--- src/rtl/uart_tx_clken.sv ---
// ---------------------------------------------------------------------------
// uart_tx_clken
//
// Byte-serial UART transmitter paced by an external single-cycle clock
// enable (one pulse per bit period). Words arrive over a valid/ready
// handshake and leave LSB-first as start / data / [parity] / stop frames.
// Every bit boundary coincides with a clken pulse; there is no internal
// baud divider.
//
// Configuration macro:
//   UART_TX_PARITY_EN  defined   -> one parity bit per frame (PARITY_ODD honoured)
//                      undefined -> no parity bit, DATA goes straight to STOP
//
// Parameters:
//   DATA_BITS   data bits per frame, 5..9
//   STOP_BITS   stop bits per frame, 1 or 2
//   PARITY_ODD  0 = even parity, 1 = odd parity (parity builds only)
//
// Ports:
//   clk       in   system clock
//   rst_n     in   asynchronous active-low reset
//   clken     in   baud tick, one clk wide
//   tx_data   in   word to send, sampled on handshake only
//   tx_valid  in   upstream has a word
//   tx_ready  out  block can accept a word (high only in IDLE)
//   tx        out  registered serial line, idle high
//   busy      out  high whenever the state is not IDLE
// ---------------------------------------------------------------------------
module uart_tx_clken #(
    parameter int DATA_BITS  = 8,
    parameter int STOP_BITS  = 1,
    parameter int PARITY_ODD = 0
) (
    input  logic                 clk,
    input  logic                 rst_n,
    input  logic                 clken,
    input  logic [DATA_BITS-1:0] tx_data,
    input  logic                 tx_valid,
    output logic                 tx_ready,
    output logic                 tx,
    output logic                 busy
);

    localparam int CW = $clog2(DATA_BITS);

    // Elaboration-time guard on the supported configuration space.
    if (DATA_BITS < 5 || DATA_BITS > 9 || STOP_BITS < 1 || STOP_BITS > 2 ||
        PARITY_ODD < 0 || PARITY_ODD > 1) begin : g_bad_cfg
        $error("uart_tx_clken: unsupported DATA_BITS/STOP_BITS/PARITY_ODD");
    end

`ifdef UART_TX_PARITY_EN
    typedef enum logic [2:0] {IDLE, ARM, START, DATA, PARITY, STOP} state_t;
`else
    typedef enum logic [2:0] {IDLE, ARM, START, DATA, STOP} state_t;
`endif

    state_t               state;
    logic [DATA_BITS-1:0] sh;       // remaining data bits, next bit in sh[0]
    logic [CW-1:0]        bitcnt;   // index of the data bit currently on tx
    logic                 stopcnt;  // index of the stop bit currently on tx
`ifdef UART_TX_PARITY_EN
    logic                 par;      // parity of the latched word
`endif

    always_ff @(posedge clk or negedge rst_n) begin
        if (!rst_n) begin
            state    <= IDLE;
            sh       <= '0;
            bitcnt   <= '0;
            stopcnt  <= 1'b0;
            tx       <= 1'b1;
            busy     <= 1'b0;
            tx_ready <= 1'b1;
`ifdef UART_TX_PARITY_EN
            par      <= 1'b0;
`endif
        end else begin
            case (state)
                // clken is ignored here, so a pulse coinciding with the
                // handshake never starts the frame; ARM waits for the next.
                IDLE: begin
                    if (tx_valid && tx_ready) begin
                        sh       <= tx_data;
`ifdef UART_TX_PARITY_EN
                        par      <= (^tx_data) ^ (PARITY_ODD != 0);
`endif
                        state    <= ARM;
                        busy     <= 1'b1;
                        tx_ready <= 1'b0;
                    end
                end

                ARM: begin
                    if (clken) begin
                        tx    <= 1'b0;
                        state <= START;
                    end
                end

                START: begin
                    if (clken) begin
                        tx     <= sh[0];
                        sh     <= sh >> 1;
                        bitcnt <= '0;
                        state  <= DATA;
                    end
                end

                DATA: begin
                    if (clken) begin
                        if (bitcnt < CW'(DATA_BITS - 1)) begin
                            tx     <= sh[0];
                            sh     <= sh >> 1;
                            bitcnt <= bitcnt + CW'(1);
                        end else begin
`ifdef UART_TX_PARITY_EN
                            tx    <= par;
                            state <= PARITY;
`else
                            tx      <= 1'b1;
                            stopcnt <= 1'b0;
                            state   <= STOP;
`endif
                        end
                    end
                end

`ifdef UART_TX_PARITY_EN
                PARITY: begin
                    if (clken) begin
                        tx      <= 1'b1;
                        stopcnt <= 1'b0;
                        state   <= STOP;
                    end
                end
`endif

                STOP: begin
                    if (clken) begin
                        if (stopcnt == 1'(STOP_BITS - 1)) begin
                            state    <= IDLE;
                            busy     <= 1'b0;
                            tx_ready <= 1'b1;
                        end else begin
                            stopcnt <= stopcnt + 1'b1;
                        end
                    end
                end

                default: begin
                    state    <= IDLE;
                    tx       <= 1'b1;
                    busy     <= 1'b0;
                    tx_ready <= 1'b1;
                end
            endcase
        end
    end

endmodule
--- config.mk ---
export PLATFORM = sky130hd
export DESIGN_NAME = uart_tx_clken
export DESIGN_NICKNAME = d
export VERILOG_FILES = /design/src/rtl/uart_tx_clken.sv
export SDC_FILE = /design/constraint.sdc
export NUM_CORES = 1
export LEC_CHECK = 0
export ABC_CLOCK_PERIOD_IN_PS = 2800
export CAP_MARGIN = 20
export CORE_MARGIN = 2
export CORE_UTILIZATION = 55
export CTS_CLUSTER_SIZE = 20
export DETAILED_ROUTE_END_ITERATION = 8
export HOLD_SLACK_MARGIN = 0.15
export PLACE_DENSITY = 0.9
export SLEW_MARGIN = 25
export SYNTH_ARGS = -nofsm -noshare
export SYNTH_HDL_FRONTEND = slang
export SYNTH_SLANG_ARGS = --single-unit
--- constraint.sdc ---
create_clock -name clk -period 2.8 [get_ports clk]
set_input_delay 0.56 -clock clk [delete_from_list [all_inputs] [get_ports clk]]
set_output_delay 0.56 -clock clk [all_outputs]
set_load 0.02 [all_outputs]
run_1/power_grid.png
(12 px per um) Pins as bars on the die edge. Tap cells in gray.
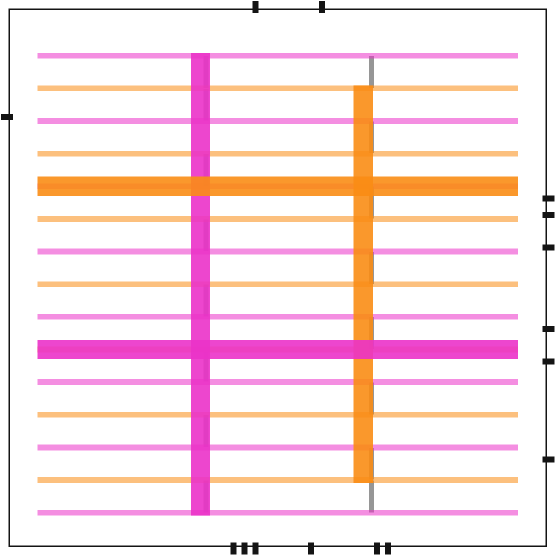
color	net
orange	VDD
magenta	VSS
rows	14
met4 straps	2
tap cells	16
met1 rails	15
die y size: 44.6 um
Die X: 44.6 um
Worst VDD drop: 0.460 mV
CORE AREA: 0.00152 mm^2

run_1/io_placement.png
(12 px per um) Pins as bars across the die edge, other pins in gray.
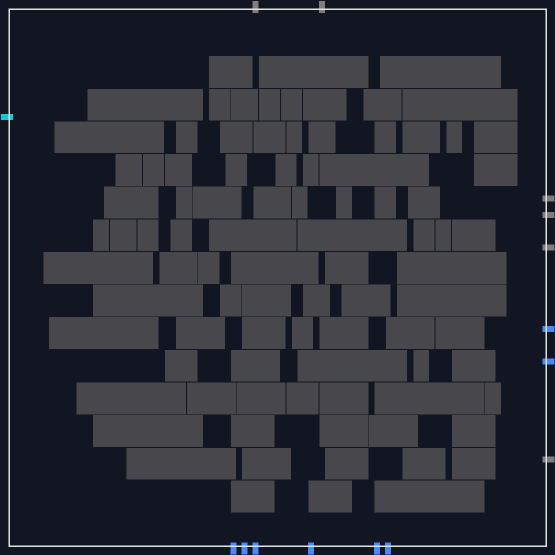
color	port	pins	direction	edge
blue	tx_data	8	input	6 bottom, 2 right
cyan	clk	1	input	left
all pins by edge	6 right, 6 bottom, 2 top, 1 left
PortBufs: 14

run_1/layer_met2.png
(8 px per um)
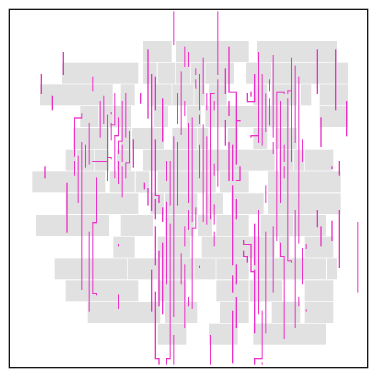
wire length on this layer	820 um
share of all routed wire	51%
longest straight run	22.4 um
main direction	vertical
nets with wire on the layer	89

run_1/placement.png
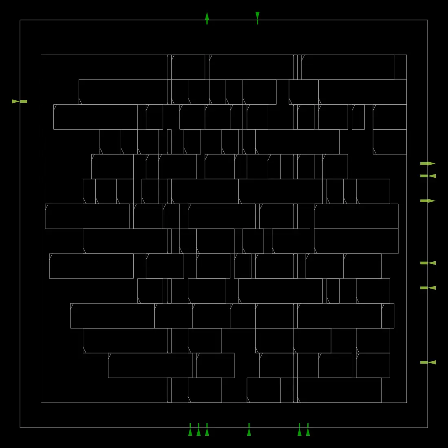
final sequential cell count: 17
Core Rows: 14
# Taps: 16
Seq/total area: 40.4%

==> CHANGELOG.md, run 1 <==
### Metrics

- CTS Hold Bufs: 0
- GR Layer Usage met1: 25.6%
- Period utilisation layout: 72.3%
- Gpl congestion: 0.718
- Initial antenna violation count: 0
- Startpoint Class: register
- NonClk Buf Share: 13.2%
- Sw Share: 34.5%
- #MultiIn Comb: 51
- # DRC: 0
- Critical path capture point: tx_ready
- Pleak: 0.450 nW
- Clock-pin transition on the worst setup and hold timing paths: 0.09 ns
- Gates resized, CTS repair: 0
- Clk tree area frac: 2.48%
- Setup TNS Final: 0 ns
- Slew @ Worst Pin: 0.751 ns
- Met3 WL: 72 um
- Crit. End Element: primary output
- Met3 usage: 5.31%
- FF-to-FF End: sh[1]
- Comb pwr share: 40.8%
- DRT antenna net count: 0
- Met2 GRT Util: 32.8%
- Reg power frac: 45.7%
- Final instance area: 0.00106 mm^2
- Most numerous logic cell after layout: dfrtp_1
- First-pass GRT wire length: 2.81 mm
- # fillers: 120
- Synthesized cell area: 907 um^2
- GRT overflow: 0
- Min-delay worst type: register to register
- Starting Density: 59.5%
- P&R area growth vs syn: 16.7%
- Cells along the critical path: clkdlybuf4s50_1
- Max Cap Violations: 0
- Drt initial violations: 8
- Hold Slack: 0.519 ns
- Number of synthesized flops with an enable pin: 0
- Post-layout minimum cycle time: 2.03 ns
- Via Count: 635
- Htree depth: 1
- Worst Path Arrival: 1.47 ns
- Slew headroom: 49.8%
- Clk buf depth: 2
- CTS tree: yes
- Clock root cell: clkbuf_4
- Non-Filler Instances: 106
- WL final: 1.61 mm
- Stages on worst setup path: 1
- Chip area line of the yosys report: 907 um^2
- Fmax: 0.494 GHz
- CP Class: register to primary output
- Post-Place Cells: 102
- Met1 Wirelength: 704 um
- Max stage delay on crit path: 0.60 ns
- Area after DPL: 0.00103 mm^2
- R2R Path Start: state[2]
- Max-slew violation count: 0
- CP max FO: 3
- Setup bufs post-CTS: 0
- Final Hold Fails: 0
- Total power: 0.966 mW
- Avg Vias per Cell: 5.99
- Worst Setup SP: tx_ready
- Tot GR Track Use: 20.2%
- Layout clock buffers: 4
- Status: completed
- I/O Pins: 15
- PwrDens: 913 mW/mm^2
- Worst Skew: 0.00129 ns
- Buf/Inv on CP: 1
- Comb area: 429 um^2
- Crit-path slowest cell: clkdlybuf4s50_1
- Antenna diode count: 0
- Internal power consumption: 0.633 mW
- Pin count of the biggest net entering global routing: 18
- Full die area: 0.00199 mm^2
- Avg Cell Area, Syn: 11.8 um^2
- Top Usage Layer GRT: met2
- R2r worst-path depth: 3
- Final setup viols: 0
- Fin nets: 104
- Comb area share: 40.5%
- Leading cell kind: logic gates
- Number of global-route vias before repair: 628
- Met2 WL: 819 um
- Post-synth cell types: 29
- Inverter count: 4
- Mapped Nets: 90
- CTS Buf Count: 3
- Pre-antenna DRT Iters: 4
- Delay-heaviest family, CP: buffers and inverters
==> run 1: cells by family (layout without fill, tap and decap cells) <==
| logic type | after synthesis | in the layout | synth area share [%] |
|---|---|---|---|
| multiplexers | 14 | 14 | 17.4 |
| adder cells (fa/ha/maj) | 1 | 1 | 1.38 |
| buffers and inverters | 9 | 22 | 5.52 |
| flip-flops | 17 | 17 | 47.2 |
| AND/OR/NAND/NOR | 19 | 19 | 15.6 |
| AND-OR/OR-AND | 17 | 17 | 13.0 |
==> run 1: state kept, by name, summed over array words and instances (netlist names) <==
| signal | cells |
|---|---|
| bitcnt | 3 |
| busy | 1 |
| sh | 8 |
| state | 3 |
| tx | 1 |
| tx_ready | 1 |
==> run 1: cells in the mapped netlist (2+ instances only) <==
cell,instances,area [um^2]
o21ai_0,3,15.0
inv_1,4,15.0
dfrtp_1,15,375
buf_4,2,15.0
nor3_1,4,20.0
nand2_1,4,15.0
nand4_1,2,12.5
dfstp_2,2,52.6
mux2_2,14,158
a21oi_1,7,35.0
a31oi_1,2,12.5
==> run 1: power by group through the flow <==
stage,registers (mW),clock network [mW],logic [mW]
final,0.442,0.130,0.394
after global routing,0.456,0.150,0.433
after CTS,0.441,0.135,0.398
after detailed placement,0.446,0,0.397
after global placement,0.439,0,0.379
after floorplan,0.431,0,0.318
==> run 1: worst min path at each step <==
stage / depth (start not counted) / slack, ns / startpoint / endpoint
floorplan: 0 / 0.26 / rst_n / bitcnt[0]
global placement: 1 / 0.49 / sh[1] / sh[1]
detailed placement: 1 / 0.50 / sh[5] / sh[5]
CTS: 1 / 0.52 / sh[5] / sh[5]
global route: 1 / 0.53 / sh[5] / sh[5]
finish: 1 / 0.52 / sh[5] / sh[5]
run_1/wires.png
(8 px per um) Two of the layers only.
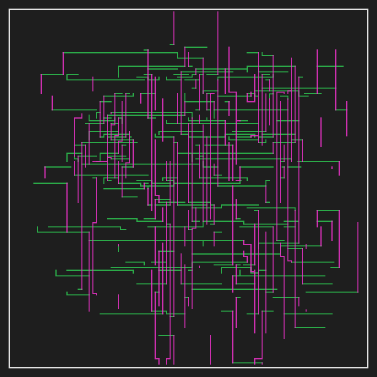

==> run 2: changes to the inputs <==
Settings changed: ABC_CLOCK_PERIOD_IN_PS 2800 to 1850, CORE_UTILIZATION 55 to 46, PLACE_DENSITY 0.9 to 0.81.
Clock period 2.8 ns to 1.85 ns, I/O delays scaled along.
run_2/wires.png
(8 px per um) Two of the layers only.
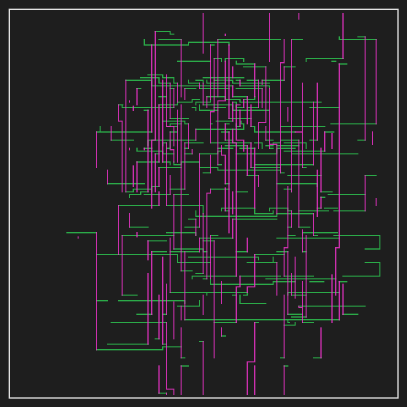
color	layer	wire length
magenta	metal 2	838 um
green	metal 1	685 um

run_2/placement.png
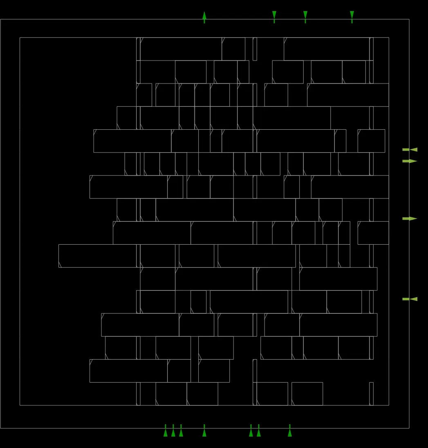
CORE AREA: 0.00190 mm^2
# fillers: 156
Seq/total area: 38.6%

==> CHANGELOG.md, run 2 <==
### Metrics

- Delay-heaviest family, CP: buffers and inverters
- Setup bufs post-CTS: 0
- Full die area: 0.00234 mm^2
- Worst VDD drop: 0.553 mV
- Pin count of the biggest net entering global routing: 18
- Met2 GRT Util: 25.2%
- Pleak: 0.481 nW
- Final setup margin: 0.0342 ns
- Top cells by count: dfrtp_1, mux2_2, a21oi_1
- Crit-path slowest cell: clkdlybuf4s50_1
- CP Class: register to primary output
- # DRC: 0
- Reg power frac: 44.1%
- Die X: 48.4 um
- Layout cell share with drive strength beyond 1: 30.5%
- FF-to-FF End: sh[0]
- Post-layout minimum cycle time: 1.82 ns
- Drt initial violations: 16
- I/O Pins: 15
- Top cells by area, synth: dfrtp_1, mux2_2, dfstp_2, a21oi_1, nand4bb_4
- Synth Instances: 77
- Gates resized, CTS repair: 1
- Met2 WL: 837 um
- Met3 usage: 4.32%
- Gpl congestion: 0.780
- CTS Buf Count: 3
- Cells along the critical path: clkdlybuf4s50_1
- Max Cap Violations: 0
- DR top layer: met4
- Final setup viols: 0
- Pre-antenna DRT Iters: 4
- Status: completed
- Max-area cell share: 41.4%
- Tot GR Track Use: 16.8%
- Regs by FF count: sh (8), bitcnt (3), state (3)
- Hold Slack: 0.373 ns
- R2r worst-path depth: 3
- Buf/Inv on CP: 1
- Chip area line of the yosys report: 907 um^2
- Number of synthesized flops with an enable pin: 0
- Initial antenna violation count: 0
- R2R Path Start: state[1]
- P&R area growth vs syn: 22.3%
- Clock root cell: clkbuf_4
- Post-synth cell types: 29
- Met3 WL: 77 um
- CTS tree: yes
- Top Usage Layer GRT: met2
- Avg Cell Area, Syn: 11.8 um^2
- Internal power consumption: 0.962 mW
- Worst Path Arrival: 1.45 ns
- PwrDens: 1340 mW/mm^2
- Via Count: 678
- Starting Density: 47.7%
- Avg WL per Cell: 13.9 um
- Htree depth: 1
- Synthesized cell area: 907 um^2
- CTS Hold Bufs: 0
- Max-slew violation count: 0
- Max stage delay on crit path: 0.59 ns
- Mapped Nets: 90
- Die y size: 48.4 um
- Worst Setup SP: tx
- Period utilisation layout: 98.1%
- CP required: 1.48 ns
- Worst Skew: 0.000909 ns
- GRT overflow: 0
- Comb pwr share: 41.8%
- WL final: 1.70 mm
- Fmax: 0.551 GHz
- Slew @ Worst Pin: 0.367 ns
- Post-Place Cells: 118
- Met1 Wirelength: 685 um
- Slew headroom: 75.5%
- Number of global-route vias before repair: 664
- Most numerous logic cell after layout: dfrtp_1
- CP max FO: 3
- First-pass GRT wire length: 2.98 mm
- Largest register FFs: 8
- Clk pwr share: 14.1%
- Clk buf depth: 2
- GR Layer Usage met1: 20.4%
- Fin nets: 109
- Antenna diode count: 0
- Synth area leader: dfrtp_1
- Non-Filler Instances: 122
- Core Rows: 16
- Final Hold Fails: 0
- PortBufs: 14
- Sw Share: 35.2%
- Avg Vias per Cell: 5.56
- Crit. End Element: primary output
- Clock-pin transition on the worst setup and hold timing paths: 0.10 ns
- DRT antenna net count: 0
- Largest Register: sh
- Startpoint Class: register
- Min-delay worst type: input pin to asynchronous set/reset pin
- Most frequent cell after synthesis: dfrtp_1
## run 2: cell count changes in the layout (fill, tap and decap cells not counted)
| cell | change |
|---|---|
| clkbuf_1 | -1 |
| clkinv_2 | +1 |
| clkdlybuf4s50_1 | -1 |
| dlygate4sd2_1 | +1 |
| buf_4 | +5 |
## run 2: power by group through the flow
stage               registers (mW)  logic, mW  clock network, mW
floorplan                    0.652      0.481                  0
global placement             0.652      0.604                  0
detailed placement           0.664      0.629                  0
CTS                          0.656      0.627              0.217
global route                 0.682      0.676              0.230
finish                       0.655      0.620              0.209
## run 2: area by class of cell
type	instances	area [um^2]
Sequential cell	17	428
Tap cell	27	33.8
Clock buffer	3	22.5
Fill cell	156	792
Multi-Input combinational cell	51	429
Clock inverter	1	5.00
Timing Repair Buffer	19	176
Inverter	4	15.0
## run 2: stage by stage
| stage | cell area, um^2 | util [%] | TNS, ns | power [mW] |
|---|---|---|---|---|
| global placement | 1080 | 57.0 | 0 | 1.26 |
| finish | 1110 | 58.4 | 0 | 1.48 |
| floorplan | 907 | - | 0 | 1.13 |
| detailed placement | 1080 | 57.0 | -0.00688 | 1.29 |
| CTS | 1110 | 58.4 | 0 | 1.50 |
| global route | 1110 | 58.4 | 0 | 1.59 |
## run 2: worst max path at each step
stage,cells past startpoint,to,slack [ns]
6_report,1,tx,0.03
3_5_place_dp,4,sh[2],-0.006
5_1_grt,1,tx,0.006
3_3_place_gp,4,sh[6],0.04
2_1_floorplan,3,sh[0],0.38
4_1_cts,1,tx,0.02
## run 2: cells by family (layout without fill, tap and decap cells)
logic type	Yosys count	after routing	share of synthesized area, %
flip-flops	17	17	47.2
AND/OR/NAND/NOR	19	19	15.6
multiplexers	14	14	17.4
adder cells (fa/ha/maj)	1	1	1.38
buffers and inverters	9	27	5.52
AND-OR/OR-AND	17	17	13.0
Power is estimated from default activity; no workload was simulated.
